<file path="config.mk">
export PLATFORM = sky130hd
export DESIGN_NAME = stm_idx_gen_flat
export DESIGN_NICKNAME = d
export VERILOG_FILES = /design/src/rtl/stm_idx_gen_pkg.sv /design/src/rtl/stm_idx_gen_if.sv /design/src/rtl/stm_idx_gen_counter.sv /design/src/rtl/stm_idx_gen.sv /design/src/flat_wrapper.sv
export SDC_FILE = /design/constraint.sdc
export NUM_CORES = 1
export LEC_CHECK = 0
export CORE_UTILIZATION = 50
export DETAILED_ROUTE_END_ITERATION = 6
export GPL_TIMING_DRIVEN = 1
export PLACE_DENSITY = 0.71
export REMOVE_ABC_BUFFERS = 1
export SLEW_MARGIN = 20
export SYNTH_ARGS = -nofsm -noshare
export SYNTH_HDL_FRONTEND = slang
export SYNTH_SLANG_ARGS = --single-unit
</file>
<file path="constraint.sdc">
create_clock -name CLK -period 9.25 [get_ports CLK]
set_input_delay 2.775 -clock CLK [delete_from_list [all_inputs] [get_ports CLK]]
set_output_delay 2.775 -clock CLK [all_outputs]
set_load 0.05 [all_outputs]
</file>
<file path="src/rtl/stm_idx_gen_pkg.sv">
// rtl/stm_idx_gen_pkg.sv - shared constants for the STM index generator
package stm_idx_gen_pkg;

  localparam int STM_IDX_WIDTH = 16;

endpackage

</file>
<file path="src/rtl/stm_idx_gen_if.sv">
// rtl/stm_idx_gen_if.sv - settings/sync inputs and index/tick outputs of the STM index generator
interface stm_idx_gen_if
  import stm_idx_gen_pkg::*;
#(
  parameter int WIDTH = STM_IDX_WIDTH
);

  logic             UPDATE_SETTINGS;
  logic             SYNC;
  logic [WIDTH-1:0] CYCLE_0;
  logic [WIDTH-1:0] FREQ_DIV_0;
  logic [WIDTH-1:0] CYCLE_1;
  logic [WIDTH-1:0] FREQ_DIV_1;
  logic [WIDTH-1:0] IDX_0;
  logic [WIDTH-1:0] IDX_1;
  logic             TICK_0;
  logic             TICK_1;

  modport master (
    output UPDATE_SETTINGS, SYNC, CYCLE_0, FREQ_DIV_0, CYCLE_1, FREQ_DIV_1,
    input  IDX_0, IDX_1, TICK_0, TICK_1
  );

  modport slave (
    input  UPDATE_SETTINGS, SYNC, CYCLE_0, FREQ_DIV_0, CYCLE_1, FREQ_DIV_1,
    output IDX_0, IDX_1, TICK_0, TICK_1
  );

endinterface

</file>
<file path="src/rtl/stm_idx_gen_counter.sv">
// rtl/stm_idx_gen_counter.sv - one STM segment: prescaler plus wrapping index counter
module stm_idx_counter
  import stm_idx_gen_pkg::*;
#(
  parameter int WIDTH = STM_IDX_WIDTH
) (
  input  logic             CLK,
  input  logic             RST,
  input  logic             UPDATE_SETTINGS,
  input  logic             SYNC,
  input  logic [WIDTH-1:0] CYCLE,
  input  logic [WIDTH-1:0] FREQ_DIV,
  output logic [WIDTH-1:0] IDX,
  output logic             TICK
);

  logic [WIDTH-1:0] r_cyc;
  logic [WIDTH-1:0] r_div;
  logic [WIDTH-1:0] r_d;
  logic [WIDTH-1:0] r_idx;
  logic             r_tick;

  logic [WIDTH-1:0] w_div_eff;
  logic             w_advance;
  logic [WIDTH-1:0] w_idx_next;

  // A divider of zero behaves like one so the segment never stalls.
  assign w_div_eff  = (r_div == '0) ? WIDTH'(1) : r_div;
  assign w_advance  = (r_d >= (w_div_eff - WIDTH'(1)));
  assign w_idx_next = (r_idx >= r_cyc) ? '0 : (r_idx + WIDTH'(1));

  always_ff @(posedge CLK) begin
    if (RST) begin
      r_cyc  <= '0;
      r_div  <= '0;
      r_d    <= '0;
      r_idx  <= '0;
      r_tick <= 1'b0;
    end else if (SYNC) begin
      r_d    <= '0;
      r_idx  <= '0;
      r_tick <= 1'b0;
      if (UPDATE_SETTINGS) begin
        r_cyc <= CYCLE;
        r_div <= FREQ_DIV;
      end
    end else begin
      if (UPDATE_SETTINGS) begin
        r_cyc <= CYCLE;
        r_div <= FREQ_DIV;
      end
      // A shrunk cycle that leaves the index out of range restarts the segment;
      // otherwise this edge still steps with the old cyc/div.
      if (UPDATE_SETTINGS && (r_idx > CYCLE)) begin
        r_idx  <= '0;
        r_d    <= '0;
        r_tick <= 1'b1;
      end else if (w_advance) begin
        r_d    <= '0;
        r_idx  <= w_idx_next;
        r_tick <= 1'b1;
      end else begin
        r_d    <= r_d + WIDTH'(1);
        r_tick <= 1'b0;
      end
    end
  end

  assign IDX  = r_idx;
  assign TICK = r_tick;

endmodule

</file>
<file path="src/rtl/stm_idx_gen.sv">
// rtl/stm_idx_gen.sv - two independent STM segment index counters sharing reset, sync and update
module stm_idx_gen
  import stm_idx_gen_pkg::*;
#(
  parameter int WIDTH = STM_IDX_WIDTH
) (
  input  logic         CLK,
  input  logic         RST,
  stm_idx_gen_if.slave bus
);

  logic [WIDTH-1:0] w_idx_0;
  logic [WIDTH-1:0] w_idx_1;
  logic             w_tick_0;
  logic             w_tick_1;

  stm_idx_counter #(.WIDTH(WIDTH)) u_seg0 (
    .CLK             (CLK),
    .RST             (RST),
    .UPDATE_SETTINGS (bus.UPDATE_SETTINGS),
    .SYNC            (bus.SYNC),
    .CYCLE           (bus.CYCLE_0),
    .FREQ_DIV        (bus.FREQ_DIV_0),
    .IDX             (w_idx_0),
    .TICK            (w_tick_0)
  );

  stm_idx_counter #(.WIDTH(WIDTH)) u_seg1 (
    .CLK             (CLK),
    .RST             (RST),
    .UPDATE_SETTINGS (bus.UPDATE_SETTINGS),
    .SYNC            (bus.SYNC),
    .CYCLE           (bus.CYCLE_1),
    .FREQ_DIV        (bus.FREQ_DIV_1),
    .IDX             (w_idx_1),
    .TICK            (w_tick_1)
  );

  assign bus.IDX_0  = w_idx_0;
  assign bus.IDX_1  = w_idx_1;
  assign bus.TICK_0 = w_tick_0;
  assign bus.TICK_1 = w_tick_1;

endmodule

</file>
<file path="src/flat_wrapper.sv">
// flat-port wrapper written by rule: the top's interface ports become plain ports
module stm_idx_gen_flat import stm_idx_gen_pkg::*;
#(
  parameter int WIDTH = STM_IDX_WIDTH
)
  (CLK, RST, bus_UPDATE_SETTINGS, bus_SYNC, bus_CYCLE_0, bus_FREQ_DIV_0, bus_CYCLE_1, bus_FREQ_DIV_1, bus_IDX_0, bus_IDX_1, bus_TICK_0, bus_TICK_1);
  stm_idx_gen_if #(.WIDTH(WIDTH)) bus_i ();
  input  logic CLK;
  input  logic RST;
  input wire logic [$bits(bus_i.UPDATE_SETTINGS)-1:0] bus_UPDATE_SETTINGS;
  input wire logic [$bits(bus_i.SYNC)-1:0] bus_SYNC;
  input wire logic [$bits(bus_i.CYCLE_0)-1:0] bus_CYCLE_0;
  input wire logic [$bits(bus_i.FREQ_DIV_0)-1:0] bus_FREQ_DIV_0;
  input wire logic [$bits(bus_i.CYCLE_1)-1:0] bus_CYCLE_1;
  input wire logic [$bits(bus_i.FREQ_DIV_1)-1:0] bus_FREQ_DIV_1;
  output wire logic [$bits(bus_i.IDX_0)-1:0] bus_IDX_0;
  output wire logic [$bits(bus_i.IDX_1)-1:0] bus_IDX_1;
  output wire logic [$bits(bus_i.TICK_0)-1:0] bus_TICK_0;
  output wire logic [$bits(bus_i.TICK_1)-1:0] bus_TICK_1;
  assign bus_i.UPDATE_SETTINGS = bus_UPDATE_SETTINGS;
  assign bus_i.SYNC = bus_SYNC;
  assign bus_i.CYCLE_0 = bus_CYCLE_0;
  assign bus_i.FREQ_DIV_0 = bus_FREQ_DIV_0;
  assign bus_i.CYCLE_1 = bus_CYCLE_1;
  assign bus_i.FREQ_DIV_1 = bus_FREQ_DIV_1;
  assign bus_IDX_0 = bus_i.IDX_0;
  assign bus_IDX_1 = bus_i.IDX_1;
  assign bus_TICK_0 = bus_i.TICK_0;
  assign bus_TICK_1 = bus_i.TICK_1;
  stm_idx_gen #(.WIDTH(WIDTH)) u_core (.CLK(CLK), .RST(RST), .bus(bus_i));
endmodule
</file>
port_trees.png
(2 px per um)
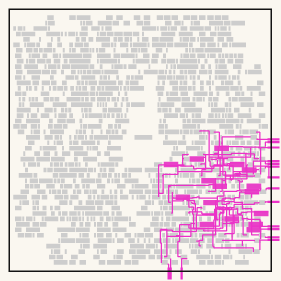
[magenta] bus_IDX_1 | bits: 16 | direction: output | end cells: 16 | buffers: 16 | wire: 1280 um
number of primary I/O pins: 102
Port Buf Inserts: 101

placed.png
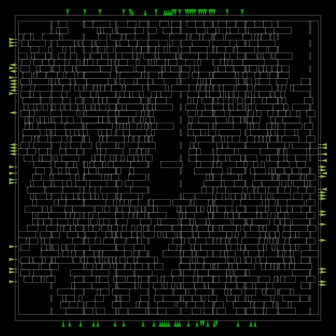
fin util: 62.89%
core region area: 16000 um2
Seq Cell Count: 130
fraction of area in registers: 25.86%

pinout.png
(4 px per um) Pins as bars across the die edge, other pins in gray.
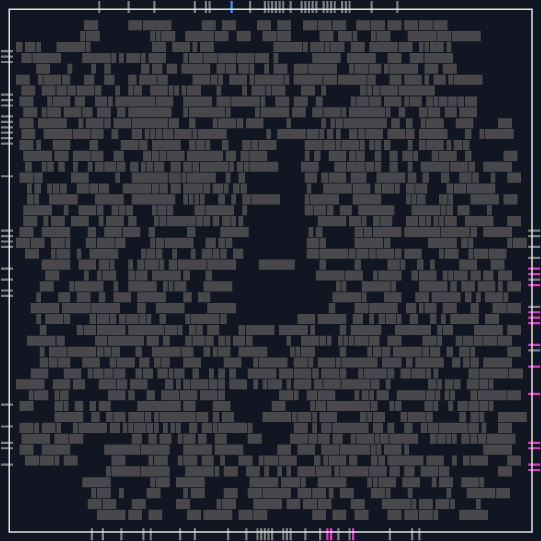
[magenta] bus_IDX_1 | pins: 16 | direction: output | edge: 13 right, 3 bottom
[blue] bus_TICK_0 | pins: 1 | direction: output | edge: top
all pins by edge: 29 top, 27 bottom, 26 left, 20 right

==> impl_table.tex <==
% Generated from flow reports
\begin{tabular}{lr}
\hline
Metric & Value \\
\hline
\multicolumn{2}{l}{\textbf{Outcome}} \\
\quad Run status & completed \\
\multicolumn{2}{l}{\textbf{Yosys}} \\
\quad Count of warnings emitted by yosys & 0 \\
\quad Cell type contributing the most total cell area after synthesis & dfxtp\_1 \\
\quad Number of synthesized flops with an enable pin & 0 \\
\quad Top cell types by occurrence after synthesis & dfxtp\_1 (130), nor2\_1 (103), ha\_1 (102) \\
\quad Count of cell types in the netlist & 57 \\
\quad Post-synth top area share & between 30\% and 40\% \\
\quad Area of the mapped netlist & roughly 8000 um2 \\
\quad Top logic cell family in the synthesized netlist & simple AND/OR/NAND/NOR gates \\
\quad Dominant flop cell & dfxtp\_1 \\
\quad Count of instantiated cells in the yosys netlist & between 900 and 1k \\
\quad Top cells by area & dfxtp\_1 (32\%), ha\_1 (16\%), mux2i\_1 (7.8\%), nor2\_1 (4.7\%), nand2\_1 (3.7\%) \\
\quad Chip area estimate from yosys synthesis & 8230 um2 \\
\quad Cells after Synth & 977 \\
\quad Leading cell type by number of instances after synthesis & dfxtp\_1 \\
\quad Proportion of register bits with asynchronous set or reset after synthesis & 0\% \\
\quad Complex-gate fraction of the synthesized area & 11.20\% \\
\quad Simple-gate area share of the yosys netlist & a little under a quarter \\
\quad Fraction of the mapped netlist area in adder cells & 15.51\% \\
\quad Register area share after synthesis & 31.62\% \\
\multicolumn{2}{l}{\textbf{Layout}} \\
\quad Logic gate fraction of the total cell area & 52.04\% \\
\quad Share of layout cells above drive strength 1 & 4.537\% \\
\quad Non-clock buffer share & around a tenth \\
\quad Clk\_buf instances & 20 \\
\quad Inverters & $\sim$70 \\
\quad Multi-Input Combinational & 740 \\
\quad Non-Filler Instances & 1296 \\
\quad Most common cell after layout, fill and taps aside & dfxtp\_1 \\
\quad Most area-hungry cell class in the final design & combinational gates \\
\quad Nonclk buf count & roughly 110 \\
\quad Filler cells & 1416 \\
\multicolumn{2}{l}{\textbf{Timing}} \\
\quad Worst Skew & 0.006543 ns \\
\quad Worst setup margin & 4.203 ns \\
\quad Setup repair after global routing missed its margin & false \\
\quad Final sum of negative setup slack & 0 ns \\
\quad Share of the clock period used by the worst path & 54.56\% \\
\quad Worst-Margin Slew & 1.039 ns \\
\quad Hold Violations, Final & 0 \\
\quad Slew Limit Fails & 0 \\
\quad Minimum period implied by the final worst setup slack & 5.047 ns \\
\multicolumn{2}{l}{\textbf{Pwr}} \\
\quad Clock power frac & 48.4\% \\
\quad Comb power frac & 12.9\% \\
\quad Clk. pwr & 0.744 mW \\
\quad Power attributed to combinational cells & 0.198 mW \\
\quad Cell Int Power & around 1.2 mW \\
\quad Switching share of power & about 24\% \\
\quad PD cells & between 150 and 200 nW/um2 \\
\quad VDD IR max & 129.1 uV \\
\quad Leakage power & between 4 and 5 nW \\
\quad Top power consumer group & clock \\
\quad Sequential fraction of design power & between 30\% and 40\% \\
\multicolumn{2}{l}{\textbf{Worst setup path}} \\
\quad Highest net fanout along the worst path & 21 \\
\quad Worst setup path end & u\_core.u\_seg1.r\_d[7]\$\_SDFF\_PP0\_ \\
\quad Worst reg2reg setup slack & 4.87 ns \\
\quad Setup crit start & bus\_CYCLE\_1[15] \\
\quad Terminus of the critical flop-to-flop path & u\_core.u\_seg1.IDX[4]\$\_SDFFE\_PP0P\_ \\
\quad Critical Path Start Type & input pin \\
\quad Kind of capture point of the worst setup path & register \\
\quad Startpoint of the lowest-slack register-to-register path & u\_core.u\_seg1.r\_div[6]\$\_SDFFE\_PP0P\_ \\
\quad Register-to-Register Path Depth & 14 \\
\quad Worst setup path class & input pin to register \\
\multicolumn{2}{l}{\textbf{Clocking}} \\
\quad Clock root cell & clkbuf\_16 \\
\quad Hold\_buf cts & 0 \\
\quad H-tree level count & 4 \\
\quad Clock edge transition at the registers on the reported setup and hold paths & 0.06 ns \\
\quad Post CTS Setup Buffer Count & 0 \\
\quad Clock buffer depth & 2 \\
\quad Resized cells post-CTS & 0 \\
\quad Clk ins delay skew pair & 0.42 ns \\
\quad Clock Sinks & 130 \\
\multicolumn{2}{l}{\textbf{Run}} \\
\quad Number of maximum-capacitance constraint violations & 0 \\
\multicolumn{2}{l}{\textbf{Global routing}} \\
\quad Leftover overflow at the end of global routing & 0 \\
\quad Wire length of the first global-routing pass & between 30000 and 40000 um \\
\quad GRT Total Usage & 23.00\% \\
\quad Largest net degree at the start of global routing & 66 \\
\multicolumn{2}{l}{\textbf{Routing}} \\
\quad DRC violation count after routing & 0 \\
\quad DR vias & about 7.1k \\
\quad Detailed-route vias per instance & 5.500 \\
\quad Detail Route Antenna Nets & 0 \\
\multicolumn{2}{l}{\textbf{Place}} \\
\quad Estimated wirelength of the detail-placed design & roughly 13000 um \\
\quad Placer's final routability congestion estimate & 0.8083 \\
\quad Setup slack after placement & 3.776 ns \\
\quad DP Cell Count & around 1.3k \\
\multicolumn{2}{l}{\textbf{Hold path}} \\
\quad Cell count of the worst hold path & 1 \\
\quad Worst min-delay path category & register to register \\
\multicolumn{2}{l}{\textbf{Floorplanning}} \\
\quad Std cell rows & 46 \\
\quad Die Size & between 15000 and 20000 um2 \\
\hline
\end{tabular}
metrics by stage:
stage / hold slack [ns] / instance area, um2 / power (mW)
after floorplan: 0.4485 / 8078 / 0.7280
after global placement: 0.4735 / 9420 / 0.8000
after detailed placement: 0.4810 / 9420 / 0.8045
after CTS: 0.4887 / 10060 / 1.547
after global routing: 0.5148 / 10060 / 1.602
final: 0.4845 / 10060 / 1.537
worst min path at each step:
stage                                        startpoint                             endpoint  slack (ns)
floorplan               u_core.u_seg0.r_d[0]$_SDFF_PP0_      u_core.u_seg0.r_d[0]$_SDFF_PP0_        0.45
global placement    u_core.u_seg0.r_cyc[3]$_SDFFE_PP0P_  u_core.u_seg0.r_cyc[3]$_SDFFE_PP0P_        0.47
detailed placement      u_core.u_seg0.r_d[0]$_SDFF_PP0_      u_core.u_seg0.r_d[0]$_SDFF_PP0_        0.48
CTS                     u_core.u_seg0.r_d[0]$_SDFF_PP0_      u_core.u_seg0.r_d[0]$_SDFF_PP0_        0.49
global route            u_core.u_seg0.r_d[0]$_SDFF_PP0_      u_core.u_seg0.r_d[0]$_SDFF_PP0_        0.51
finish                  u_core.u_seg0.r_d[0]$_SDFF_PP0_      u_core.u_seg0.r_d[0]$_SDFF_PP0_        0.48
metal layers:
layer	track usage (%)	vias to the layer above	wire length, um
met1	29.66	3321	8888
met3	4.141	21	611
li1	-	3665	-
met4	7.456	0	246
met5	0	-	0
met2	38.70	121	8878
critical path: stages:
cell             delay, ns
clkdlybuf4s50_1       0.49
inv_1                 0.05
ha_1                  0.28
nand4_1               0.20
nor3_1                0.26
o21ai_0               0.19
a32oi_2               0.59
buf_4                 0.38
nor3_1                0.10
Power is estimated from default activity; no workload was simulated.
